[src/rtl/uart_tx_engine.sv]
// UART transmit engine: serialises one 11-bit-time frame per accepted LOAD at a
// captured baud divisor and reports completion through TXRDY and a one-cycle TX_INT.
module uart_tx_engine #(
    parameter int unsigned KW = 20
) (
    input  logic          clk,
    input  logic          reset,
    input  logic          LOAD,
    input  logic [7:0]    OUT_PORT,
    input  logic          EIGHT,
    input  logic          PEN,
    input  logic          OHEL,
    input  logic [KW-1:0] K,
    output logic          TX,
    output logic          TXRDY,
    output logic          TX_INT
);

    typedef enum logic [0:0] {StIdle, StBusy} state_e;

    localparam logic [3:0]    LastBit = 4'd10;
    localparam logic [KW-1:0] KOne    = KW'(1);

    state_e        state_q, state_d;
    logic [10:0]   shift_q, shift_d;
    logic [3:0]    bit_cnt_q, bit_cnt_d;
    logic [KW-1:0] baud_cnt_q, baud_cnt_d;
    logic [KW-1:0] kc_q, kc_d;
    logic          tx_int_q, tx_int_d;

    logic          parity;
    logic          b8;
    logic          b9;
    logic          btu;
    logic          last_btu;

    // State register; reset drops any frame in progress on this edge.
    always_ff @(posedge clk) begin
        if (reset) begin
            state_q    <= StIdle;
            shift_q    <= '1;
            bit_cnt_q  <= '0;
            baud_cnt_q <= '0;
            kc_q       <= KOne;
            tx_int_q   <= 1'b0;
        end else begin
            state_q    <= state_d;
            shift_q    <= shift_d;
            bit_cnt_q  <= bit_cnt_d;
            baud_cnt_q <= baud_cnt_d;
            kc_q       <= kc_d;
            tx_int_q   <= tx_int_d;
        end
    end

    // Next-state logic.
    always_comb begin
        state_d = state_q;
        case (state_q)
            StIdle: begin
                if (LOAD) begin
                    state_d = StBusy;
                end
            end
            StBusy: begin
                if (last_btu) begin
                    state_d = StIdle;
                end
            end
            default: state_d = StIdle;
        endcase
    end

    // Datapath next-state: frame build on accept, baud timing and shifting while busy.
    always_comb begin
        parity   = (EIGHT ? ^OUT_PORT : ^OUT_PORT[6:0]) ^ OHEL;
        b8       = EIGHT ? OUT_PORT[7] : (PEN ? parity : 1'b1);
        b9       = (EIGHT & PEN) ? parity : 1'b1;
        btu      = (state_q == StBusy) && (baud_cnt_q == (kc_q - KOne));
        last_btu = btu && (bit_cnt_q == LastBit);

        shift_d    = shift_q;
        bit_cnt_d  = bit_cnt_q;
        baud_cnt_d = baud_cnt_q;
        kc_d       = kc_q;
        tx_int_d   = 1'b0;

        if (state_q == StIdle) begin
            if (LOAD) begin
                shift_d    = {1'b1, b9, b8, OUT_PORT[6:0], 1'b0};
                bit_cnt_d  = '0;
                baud_cnt_d = '0;
                kc_d       = (K == '0) ? KOne : K;
            end
        end else if (btu) begin
            shift_d    = {1'b1, shift_q[10:1]};
            baud_cnt_d = '0;
            if (last_btu) begin
                bit_cnt_d = '0;
                tx_int_d  = 1'b1;
            end else begin
                bit_cnt_d = bit_cnt_q + 4'd1;
            end
        end else begin
            baud_cnt_d = baud_cnt_q + KOne;
        end
    end

    // Outputs come straight from registers.
    always_comb begin
        TX     = shift_q[0];
        TXRDY  = (state_q == StIdle);
        TX_INT = tx_int_q;
    end

endmodule

[config.mk]
export PLATFORM = sky130hd
export DESIGN_NAME = uart_tx_engine
export DESIGN_NICKNAME = d
export VERILOG_FILES = /design/src/rtl/uart_tx_engine.sv
export SDC_FILE = /design/constraint.sdc
export NUM_CORES = 1
export LEC_CHECK = 0
export CORE_ASPECT_RATIO = 1.25
export CORE_MARGIN = 2
export CORE_UTILIZATION = 57
export DETAILED_ROUTE_END_ITERATION = 6
export GPL_TIMING_DRIVEN = 0
export PLACE_DENSITY = 0.85
export SLEW_MARGIN = 40
export SYNTH_ARGS = -nofsm -noshare
export SYNTH_HDL_FRONTEND = slang
export SYNTH_SLANG_ARGS = --single-unit
[constraint.sdc]
create_clock -name clk -period 5.88 [get_ports clk]
set_input_delay 1.176 -clock clk [delete_from_list [all_inputs] [get_ports clk]]
set_output_delay 1.176 -clock clk [all_outputs]
set_load 0.01 [all_outputs]
==> run_1/gates.png <==
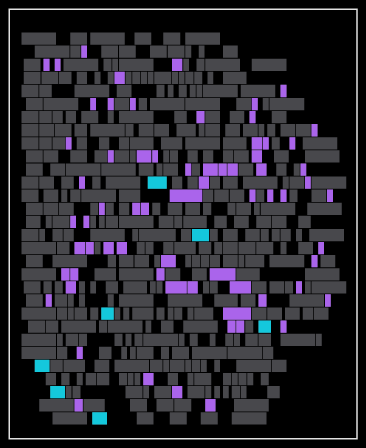
- nor cells: purple (cells 68; most used nor2_1)
- non-inverting ao/oa cells: cyan (cells 7; most used a31o_1)

==> run_1/clock_nets.png <==
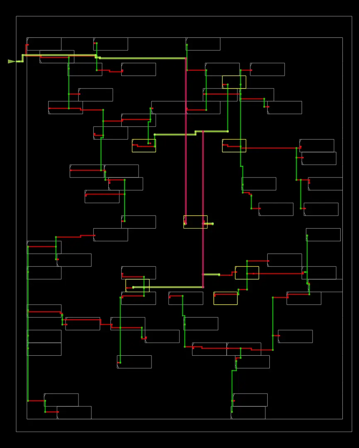
clock sink total: 56
CLK BUF: 7
number of sequential storage elements: 56
Num CTS Buffers: 5

==> reports/metrics.csv, run 1 <==
stage,metric,value,unit
setup_path,reg2reg_from,kc_q[0]$_SDFFE_PP1P_,
logic_synthesis,synth.ff_latch_count,56,
clock_tree,worst_setup_hold_path_clk_slew,0.09,ns
finish,final_cell_count_no_fill,505,
finish,antenna_diode_instance_count,0,
floorplanning,io_pins,37,
setup_path,worstPathRequired,6.09,ns
finish,lay_top_count,dfxtp_1,
logic_synthesis,synth-edff-count,0,
drt,vias_per_cell,6.008,
grt,grt_overflow_total,0,
setup_path,startpoint,kc_q[0]$_SDFFE_PP1P_,
setup_path,timing.critical_path.to_type,flop,
floorplanning,floorplan.die_area,6394,sq um
logic_synthesis,post_synth_main_area_contributors,"dfxtp_1 (34%), xnor2_1 (8.5%), nand2_1 (5.9%)",
setup_path,startpoint_type,flop,
place,gpl.final_weighted_congestion,0.9745,
drt,drc_errors,0,
drt,antenna_left,0,
finish,final-nonclk-buf-share,0.1227,
drt,route.detailed.wl_per_inst,15.71,um
drt,drtPass1Iterations,4,
logic_synthesis,synth_sequential_area_ratio,0.3411,
floorplanning,number_of_tap_cells_added_at_floorplan,64,
logic_synthesis,synth.distinct_cells,52,
min_path,hold_path_end,kc_q[19]$_SDFFE_PP0P_,
finish,post_route_cells_drive_above_1_share,0.06803,
logic_synthesis,mappedNetlistNets,437,
logic_synthesis,syn-mean-instance-area,8.238,sq um
power_and_ir_drop,power.switching_fraction,0.2865,
sta,timing.final.crit_period,3.335,ns
finish,final-clk-cell-share,0.02526,
finish,flow.area_growth_from_synthesis,16.03,%
sta,timing_max_transition_violations_final,0,
power_and_ir_drop,p_seq_frac,0.501,
power_and_ir_drop,powerDensity,213.8,nW/um^2
logic_synthesis,yosysWarnings,0,
clock_tree,postCtsSetupBuffers,0,
grt,grt_start_max_net_pins,16,
floorplanning,die_h,88.90,um
setup_path,worst-path-max-fanout,10,
place,io_buffers,35,
sta,hold_viol_final,0,
finish,layout.comb_gates.multi_input,310,
sta,grt_setup_unrepaired,false,
floorplanning,num_rows,30,
logic_synthesis,netlist.top_cell.by_area,dfxtp_1,
power_and_ir_drop,share_clk_of_total_power,0.277,
sta,setup-tns-final,0,ns
clock_tree,cts-root-buf,clkbuf_8,
floorplanning,floorplan.die.width,71.92,um
sta,slew_headroom,0.5900,
power_and_ir_drop,max-vdd-ir-drop,134.9,uV
finish,most-common-layout-cells,"dfxtp_1 (56), nand2_1 (52), clkdlybuf4s50_1 (35), nor2_1 (33), xnor2_1 (32)",
logic_synthesis,synth.cells.most_frequent,"dfxtp_1 (56), nand2_1 (52), nor2_1 (33)",
run_status,run_status,finished clean,
grt,first_global_vias,2950,
min_path,hold_path_startpoint,kc_q[19]$_SDFFE_PP0P_,
grt,first_pass_grt_wire_length,13370,um
logic_synthesis,top_cell_area_share,0.3411,
drt,initial_detailed_routing_violation_count,144,
clock_tree,clk_path_buf_depth,2,
logic_synthesis,synth_chip_area,3287,sq um
finish,seq-cell-share,0.2940,
clock_tree,post_cts_resized,0,
finish,inverters_excl_clock,9,
setup_path,timing.critical_path.to,baud_cnt_q[10]$_SDFFE_PP0P_,
floorplanning,core,5518,sq um
finish,n_fill_cell,457,
clock_tree,insertion_delay,0.31,ns
sta,max_freq,299.8,MHz
power_and_ir_drop,internal_power,0.0005818,W
setup_path,crit-reg2reg-capture,baud_cnt_q[10]$_SDFFE_PP0P_,
logic_synthesis,ys_async_sr_fraction,0,
setup_path,arrival,3.54,ns
flow_run,tool_warnings,27,
finish,layout_top_registers,"baud_cnt_q: 20 flops, kc_q: 20 flops, shift_q: 10 flops",
sta,finalSetupViolCount,0,
clock_tree,htree_levels,2,
==> run_1/pinout.png <==
Scale bar: 20 um. Pins as bars across the die edge, other pins in grey.
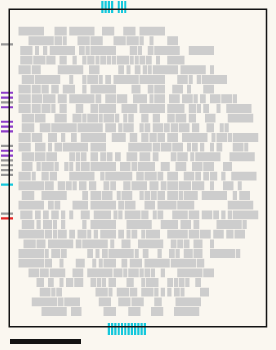
- reset: red (pins 1; direction input; edge left)
- K: cyan (pins 20; direction input; edge 12 bottom, 7 top, 1 left)
- OUT_PORT: purple (pins 8; direction input; edge left)

==> run_1/closeup.png <==
Scale bar: 5 um. Window x 26 to 46, y 52 to 72 um. Cells in grey, sequential cells in the stronger grey; small squares are vias.
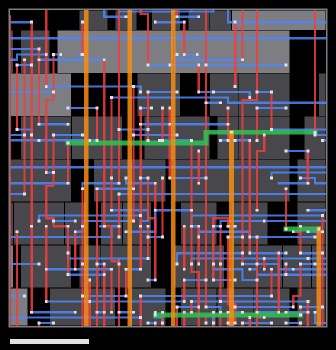
- M1: blue
- M2: red
- M3: green
- M4: orange
- most frequent: nand4_1 (5), xor2_1 (4)
- sequential cells in the window: 3
- netlist names of flops here include: kc_q (2), baud_cnt_q (1)
- cells with their middle in the window: 35

## run 1: per-layer routing
metal  track usage  vias up  share of wire
met5             0        -              0
met4        0.1389        0          0.038
met3       0.04171       22          0.038
met2        0.4823       78           0.52
met1        0.2991     1439           0.41
li1              -     1495              -
## run 1: critical path, stage by stage (launching register included)
cell      delay (ns)
dfxtp_1         0.37
inv_1           0.10
ha_1            0.31
nor3b_4         0.36
nand3_1         0.17
or4_4           0.52
a211oi_4        0.38
nand4_4         0.22
o211ai_2        0.48
buf_4           0.26
nor2_1          0.06
## run 1: stage by stage
stage / instance area [sq um] / worst slack (ns) / utilization / hold slack [ns] / total power [W]
after floorplan: 3287 / 3.130 / - / 0.4481 / 0.0005367
after global placement: 3717 / 2.661 / 0.6737 / 0.4653 / 0.0005897
after detailed placement: 3717 / 2.592 / 0.6737 / 0.4715 / 0.0005947
after CTS: 3814 / 2.552 / 0.6912 / 0.4851 / 0.0008182
after global routing: 3814 / 2.295 / 0.6912 / 0.5026 / 0.0008531
final: 3814 / 2.545 / 0.6912 / 0.4800 / 0.0008155
## run 1: cell families (layout without fill, tap and decap cells)
family | count (synthesis) | in the layout | synth area share
AOI/OAI and AO/OA | 65 | 65 | 0.1359
xor gates and xnor gates | 52 | 52 | 0.1386
adders and majority gates | 4 | 4 | 0.01523
buffers and inverters | 33 | 75 | 0.04606
DFF | 56 | 56 | 0.3411
muxes | 9 | 9 | 0.02741
and+or+nand+nor | 180 | 180 | 0.2958
## run 1: power groups by stage
stage / Clock [W] / Sequential (W) / Combinational, W
after floorplan: 0 / 0.000413 / 0.000123
after global placement: 0 / 0.000416 / 0.000174
after detailed placement: 0 / 0.000417 / 0.000178
after CTS: 0.000230 / 0.000408 / 0.000180
after global routing: 0.000245 / 0.000410 / 0.000197
final: 0.000226 / 0.000408 / 0.000181
==> inputs of run 2 (changes only) <==
--- a/config.mk
+++ b/config.mk
@@ -7,10 +7,10 @@
 export LEC_CHECK = 0
 export CORE_ASPECT_RATIO = 1.25
 export CORE_MARGIN = 2
-export CORE_UTILIZATION = 57
+export CORE_UTILIZATION = 51
 export DETAILED_ROUTE_END_ITERATION = 6
 export GPL_TIMING_DRIVEN = 0
-export PLACE_DENSITY = 0.85
+export PLACE_DENSITY = 0.8
 export SLEW_MARGIN = 40
 export SYNTH_ARGS = -nofsm -noshare
 export SYNTH_HDL_FRONTEND = slang
==> constraint.sdc (replaced) <==
create_clock -name clk -period 3.05 [get_ports clk]
set_input_delay 0.61 -clock clk [delete_from_list [all_inputs] [get_ports clk]]
set_output_delay 0.61 -clock clk [all_outputs]
set_load 0.01 [all_outputs]
==> run_2/gates.png <==
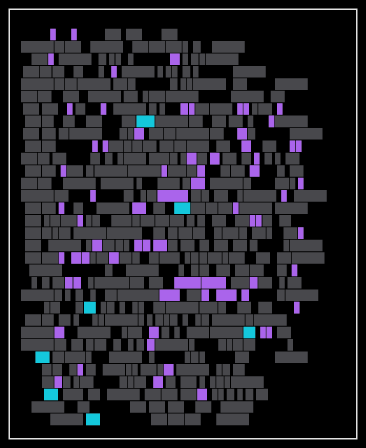
- nor cells: purple (cells 68; most used nor2_1)
- non-inverting ao/oa cells: cyan (cells 7; most used a31o_1)

==> run_2/pinout.png <==
Scale bar: 20 um. Pins as bars across the die edge, other pins in grey.
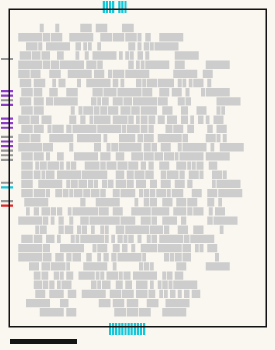
floorplan die height: 93.76 um
Die X: 75.81 um
# port buffers: 35

==> reports/metrics.csv, run 2 <==
stage,metric,value,unit,change
place,gpl.final_weighted_congestion,0.9154,,was 0.9745
drt,met3_wirelength,321,um,was 305 um
setup_path,worst_path_largest_cell_delay,0.54,ns,was 0.52 ns
sta,timing.final.crit_period,2.938,ns,was 3.335 ns
logic_synthesis,adder_share,0.01523,,unchanged
floorplanning,floorplan.die_area,7107,sq um,was 6394 sq um
power_and_ir_drop,power.switching_fraction,0.2971,,was 0.2865
setup_path,startpoint_type,flop,,unchanged
place,post_placement_cell_area,3744,sq um,was 3717 sq um
clock_tree,cts-buffers-inserted,5,,unchanged
floorplanning,num_rows,32,,was 30
drt,metal1_wirelength,3307,um,was 3220 um
logic_synthesis,synth_sequential_area_ratio,0.3411,,unchanged
sta,fin_ws,0.1122,ns,was 2.545 ns
setup_path,arrival,3.17,ns,was 3.54 ns
clock_tree,htree_levels,2,,unchanged
drt,routed.top_layer,met4,,unchanged
finish,most-common-layout-cells,"dfxtp_1 (56), nand2_1 (52), clkdlybuf4s50_1 (35), nor2_1 (33), xnor2_1 (32)",,unchanged
grt,grt_use_met1,0.2820,,was 0.2991
logic_synthesis,synth-edff-count,0,,unchanged
place,placement.setup.worst_slack,-0.2249,ns,was 2.592 ns
finish,post_route_cells_drive_above_1_share,0.08705,,was 0.06803
grt,groute.layer.met2.usage,0.4152,,was 0.4823
logic_synthesis,synth.distinct_cells,52,,unchanged
setup_path,cp_cell_sequence,buf_4 -> nor4_2 -> nand3_1 -> o41a_1 -> nor3_1 -> nand4_1 -> buf_4 -> buf_2 -> or2_1 -> a211oi_1,,was inv_1 -> ha_1 -> nor3b_4 -> nand3_1 -> or4_4 -> a211oi_4 -> nand4_4 -> o211ai_2 -> buf_4 -> nor2_1
finish,utilization,0.6294,,was 0.6912
clock_tree,postCtsSetupBuffers,2,,was 0
power_and_ir_drop,report.power.total,0.001586,W,was 0.0008155 W
drt,drc_errors,0,,unchanged
clock_tree,insertion_delay,0.32,ns,was 0.31 ns
clock_tree,cts-root-buf,clkbuf_8,,unchanged
power_and_ir_drop,internal_power,0.001115,W,was 0.0005818 W
finish,lay_top_count,dfxtp_1,,unchanged
clock_tree,post_cts_resized,1,,was 0
clock_tree,clk_path_buf_depth,2,,unchanged
sta,max_freq,340.4,MHz,was 299.8 MHz
logic_synthesis,synth.mux.area_fraction,0.02741,,unchanged
logic_synthesis,top_cell_area_share,0.3411,,unchanged
drt,vias_per_cell,5.788,,was 6.008
drt,initial_detailed_routing_violation_count,226,,was 144
power_and_ir_drop,powerDensity,406.0,nW/um^2,was 213.8 nW/um^2
finish,final_cell_count_no_fill,533,,was 505
logic_synthesis,yosys.area_share.xor_xnor,0.1386,,unchanged
drt,antenna_left,0,,unchanged
sta,whs,0.4768,ns,was 0.4800 ns
grt,grt_start_max_net_pins,17,,was 16
clock_tree,worst_setup_hold_path_clk_slew,0.10,ns,was 0.09 ns
logic_synthesis,mappedNetlistNets,437,,unchanged
drt,drtPass1Iterations,4,,unchanged
logic_synthesis,ys_sh_aoi,0.1359,,unchanged
run_status,run_status,finished clean,,unchanged
clock_tree,cts_sinks,56,,unchanged
setup_path,cpMaxStageDelayCell,nor4_2,,was or4_4
power_and_ir_drop,max-vdd-ir-drop,254.8,uV,was 134.9 uV
==> run_2/route_heat.png <==
The die is cut into 15 by 19 equal tiles; white is low, dark blue is high, scaled to the fullest tile. Values are wire area over tile area, all layers added.
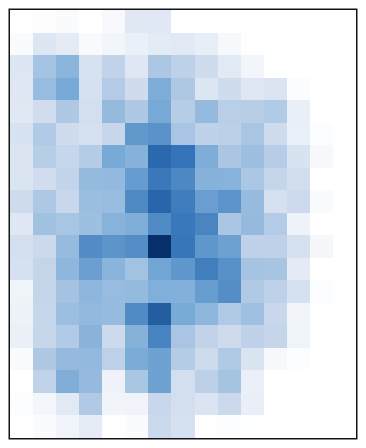
- mean over tiles: 0.18
- fullest tile: 0.74
- tiles over half the peak: 13%
- nearly empty tiles: 22%
- densest ninth of the die: middle

run 2: cell counts after synthesis:
Identical to the previous run, type by type.
run 2: worst paths after layout:
check,startpoint,end,cells past startpoint
setup / recovery,kc_q[2]$_SDFFE_PP0P_,shift_q[8]$_SDFFE_PP1P_,10
setup reg to reg,kc_q[2]$_SDFFE_PP0P_,shift_q[8]$_SDFFE_PP1P_,10
hold / removal,kc_q[19]$_SDFFE_PP0P_,kc_q[19]$_SDFFE_PP0P_,2
hold reg to reg,kc_q[19]$_SDFFE_PP0P_,kc_q[19]$_SDFFE_PP0P_,2
run 2: power groups by stage:
stage | clock network, W | registers, W | logic, W
floorplan | 0 | 0.000797 | 0.000238
global placement | 0 | 0.000803 | 0.000336
detailed placement | 0 | 0.000804 | 0.000345
CTS | 0.000434 | 0.000787 | 0.000353
global route | 0.000466 | 0.000792 | 0.000401
finish | 0.000426 | 0.000788 | 0.000372
run 2: logic make-up (layout without fill, tap and decap cells):
group                    after synthesis  count (layout)
buffers and inverters                 33              82
AND/OR/NAND/NOR                      180             180
flip-flops                            56              56
multiplexers                           9               9
AND-OR/OR-AND                         65              65
adder cells (fa/ha/maj)                4               4
XOR/XNOR                              52              52
run 2: area by class of cell:
cell class	instances	area [sq um]
Timing Repair Buffer	41	395.4
Tap cell	85	106.4
Clock buffer	6	82.58
Multi-Input combinational cell	310	2039
Clock inverter	2	10.01
Fill cell	539	2300
Inverter	9	33.78
Buffer	24	117.6
Sequential cell	56	1121
run 2: critical path, delay by kind of cell (launching register included):
kind | cells | cell delay [ns]
buf+inv | 3 | 0.54
simple gates | 5 | 1.33
compound gates | 2 | 0.67
flops | 1 | 0.31
Power and IR drop assume default switching activity.
